$ cat src/rtl/inst_mem_pipe.sv
// inst_mem_pipe: loadable instruction memory with a registered fetch port.
//
// The block has two modes:
//   LOAD - program words arrive over a valid/ready stream and fill memory
//          from index 0 upward. Fetch, flush and reload are ignored.
//   RUN  - memory is read-only. A fetch at byte address pc returns the word
//          one cycle later. Indices that were never written, misaligned
//          addresses and out-of-range addresses all return NOP.
//
// Parameters:
//   DATA_W - instruction width
//   DEPTH  - number of words (power of two, 4..1024)
//   ADDR_W - pc width
//   NOP    - filler word returned when no valid word exists
//
// Ports:
//   clk, rst      - clock and synchronous active-high reset
//   pc            - fetch byte address; word index is pc[ADDR_W-1:2]
//   fetch_en      - fetch request (0 = stall, outputs hold)
//   flush         - kill the fetch in flight
//   reload        - leave RUN and start a new program load
//   ld_valid/ld_data/ld_last/ld_ready - program load stream
//   ld_count      - words loaded so far, saturating at DEPTH
//   running       - high in RUN
//   instr/instr_valid/addr_err - registered fetch result
module inst_mem_pipe #(
  parameter int unsigned       DATA_W = 32,
  parameter int unsigned       DEPTH  = 64,
  parameter int unsigned       ADDR_W = 32,
  parameter logic [DATA_W-1:0] NOP    = '0
) (
  input  logic                     clk,
  input  logic                     rst,
  input  logic [ADDR_W-1:0]        pc,
  input  logic                     fetch_en,
  input  logic                     flush,
  input  logic                     reload,
  input  logic                     ld_valid,
  input  logic [DATA_W-1:0]        ld_data,
  input  logic                     ld_last,
  output logic                     ld_ready,
  output logic [$clog2(DEPTH):0]   ld_count,
  output logic                     running,
  output logic [DATA_W-1:0]        instr,
  output logic                     instr_valid,
  output logic                     addr_err
);

  localparam int unsigned AW = $clog2(DEPTH);
  localparam int unsigned CW = AW + 1;

  typedef enum logic {S_LOAD, S_RUN} state_t;

  state_t            state, state_n;
  logic [AW-1:0]     wptr;
  logic [DEPTH-1:0]  written;
  logic [DATA_W-1:0] mem [DEPTH];

  logic              hs;
  logic              clr;
  logic [DATA_W-1:0] instr_n;
  logic              valid_n;
  logic              err_n;

  logic [AW-1:0]     idx;
  logic              misalign;
  logic              hi_nz;
  logic [DATA_W-1:0] rd_word;

  assign ld_ready = (state == S_LOAD);
  assign running  = (state == S_RUN);

  assign idx      = pc[AW+1:2];
  assign misalign = |pc[1:0];

  // Any set pc bit above the index field means the word index is >= DEPTH;
  // checking these explicitly keeps large addresses from aliasing low words.
  if (ADDR_W > AW + 2) begin : g_hi
    assign hi_nz = |pc[ADDR_W-1:AW+2];
  end else begin : g_nohi
    assign hi_nz = 1'b0;
  end

  assign rd_word = written[idx] ? mem[idx] : NOP;

  always_comb begin
    state_n = state;
    instr_n = instr;
    valid_n = instr_valid;
    err_n   = addr_err;
    hs      = 1'b0;
    clr     = 1'b0;
    case (state)
      S_LOAD: begin
        hs      = ld_valid;
        instr_n = NOP;
        valid_n = 1'b0;
        err_n   = 1'b0;
        if (ld_valid && (ld_last || wptr == AW'(DEPTH - 1)))
          state_n = S_RUN;
      end
      S_RUN: begin
        if (reload) begin
          state_n = S_LOAD;
          clr     = 1'b1;
          instr_n = NOP;
          valid_n = 1'b0;
          err_n   = 1'b0;
        end else if (flush) begin
          instr_n = NOP;
          valid_n = 1'b0;
          err_n   = 1'b0;
        end else if (fetch_en) begin
          valid_n = 1'b1;
          if (misalign || hi_nz) begin
            instr_n = NOP;
            err_n   = 1'b1;
          end else begin
            instr_n = rd_word;
            err_n   = 1'b0;
          end
        end
      end
      default: state_n = S_LOAD;
    endcase
  end

  always_ff @(posedge clk) begin
    if (rst) begin
      state       <= S_LOAD;
      instr       <= NOP;
      instr_valid <= 1'b0;
      addr_err    <= 1'b0;
    end else begin
      state       <= state_n;
      instr       <= instr_n;
      instr_valid <= valid_n;
      addr_err    <= err_n;
    end
  end

  always_ff @(posedge clk) begin
    if (rst || clr) begin
      wptr     <= '0;
      ld_count <= '0;
      written  <= '0;
    end else if (hs) begin
      written[wptr] <= 1'b1;
      wptr          <= wptr + 1'b1;
      if (ld_count != CW'(DEPTH))
        ld_count <= ld_count + 1'b1;
    end
  end

  // Storage is not reset; the written bits decide what is visible.
  always_ff @(posedge clk) begin
    if (hs && !rst)
      mem[wptr] <= ld_data;
  end

endmodule

$ cat config.mk
export PLATFORM = sky130hd
export DESIGN_NAME = inst_mem_pipe
export DESIGN_NICKNAME = d
export VERILOG_FILES = /design/src/rtl/inst_mem_pipe.sv
export SDC_FILE = /design/constraint.sdc
export NUM_CORES = 2
export LEC_CHECK = 0
export ABC_CLOCK_PERIOD_IN_PS = 4700
export CORE_MARGIN = 2
export CORE_UTILIZATION = 43
export DETAILED_ROUTE_END_ITERATION = 16
export MAX_ROUTING_LAYER = met4
export SYNTH_ARGS = -nofsm -noshare
export SYNTH_HDL_FRONTEND = slang
export SYNTH_SLANG_ARGS = --single-unit
$ cat constraint.sdc
create_clock -name clk -period 4.7 [get_ports clk]
set_input_delay 0.94 -clock clk [delete_from_list [all_inputs] [get_ports clk]]
set_output_delay 0.94 -clock clk [all_outputs]
set_load 0.01 [all_outputs]
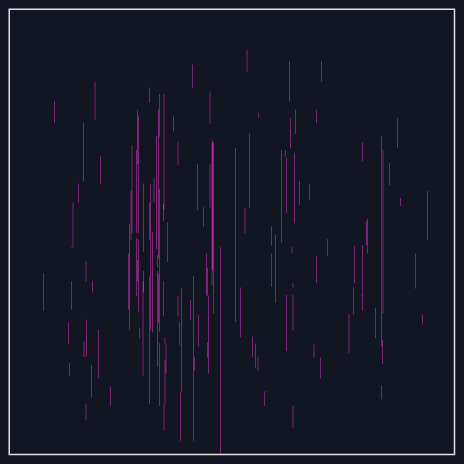
met4.png
(1 px per um)
main direction: vertical
longest straight run: 210 um
wire length on this layer: 6230 um
nets with wire on the layer: 70
share of all routed wire: 2.8%
WL final: 226 mm
via count: 42100

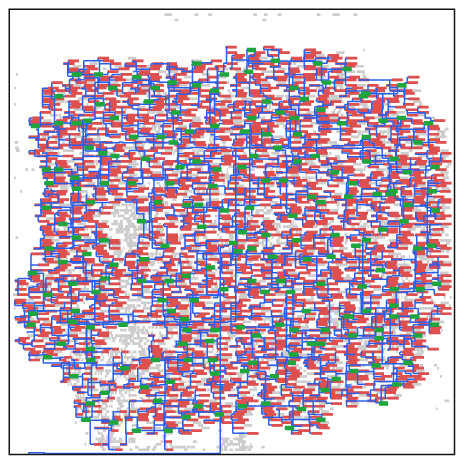
clock_map.png
(1 px per um)
[cells driving clock nets] green | count: 213
[clock wires] blue | length: 24.1 mm
[flip-flops] red | count: 2160
flops lie: widely spread
routed clock nets: 214
share of power burned in the clock network: 42.0%
worst skew pair latency: 0.86 ns
P_clk: 16.6 mW
final setup skew: 0.0428 ns

==> flow_metrics.env <==
# source this file to load flow results
export IMPL_hold_class="reg -> reg"
export IMPL_viasPerCell=6.02
export IMPL_pin_count=114
export IMPL_ant_nets=0
export IMPL_powerSeq_mw=21.1
export IMPL_area_leaders="edfxtp_1 (74%), mux4_2 (13%), dfxtp_1 (2.7%)"
export IMPL_ys_ff=2160
export IMPL_switching_power_mw=8.46
export IMPL_finalClockPeriodUsage_pct=69.6
export IMPL_comb_cell_share_pct=19.3
export IMPL_tns_ns=0
export IMPL_outcome="finished, final reports clean"
export IMPL_yosys_cells=3941
export IMPL_crit_family="simple AND/OR/NAND/NOR gates"
export IMPL_required_ns=5.42
export IMPL_place_area_um2=88800
export IMPL_largest_area_cell="edfxtp_1"
export IMPL_maxPowerGroup="registers"
export IMPL_n_clock_buffer=274
export IMPL_cts_root_buffer="clkbuf_16"
export IMPL_buffers=340
export IMPL_cp_start_kind="input pin"
export IMPL_powerComb_mw=1.89
export IMPL_initCoreUtil_pct=43.2
export IMPL_logic_area_um2=18400
export IMPL_worstPathCellList="buf_4, buf_4, nand2b_1, nand2b_1, o22ai_1, nor4_1, o21ai_1"
export IMPL_cts_hold_buf=0
export IMPL_grt_pass1_wl_mm=320
export IMPL_internal_power_mw=31.2
export IMPL_utilization_pct=49.7
export IMPL_layout_top_cell="edfxtp_1"
export IMPL_grt_start_max_net_pins=65
export IMPL_yosysChipArea_um2=83200
export IMPL_seq_share_pct=66.7
export IMPL_yosys_area_share_xor_xnor_pct=0.105
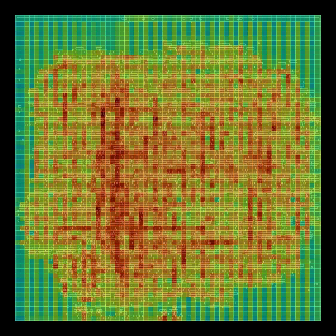
final_congestion.png
busiest grt layer: met2
M1 GR Usage: 33.0%
drt wl/cell: 32.4 um

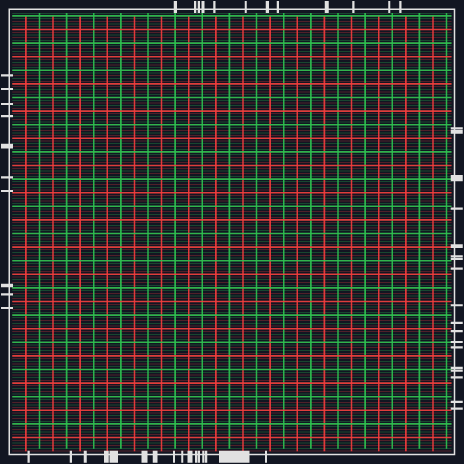
pdn.png
(1 px per um) Pins as bars on the die edge.
| net | color |
|---|---|
| VDD | green |
| VSS | red |
met4 straps: 32
met5 straps: 32
rows: 161
Chip Height: 444 um
Core Region: 192000 um^2
die width: 444 um
Worst VDD drop: 0.330 mV

Power is estimated from default activity; no workload was simulated.
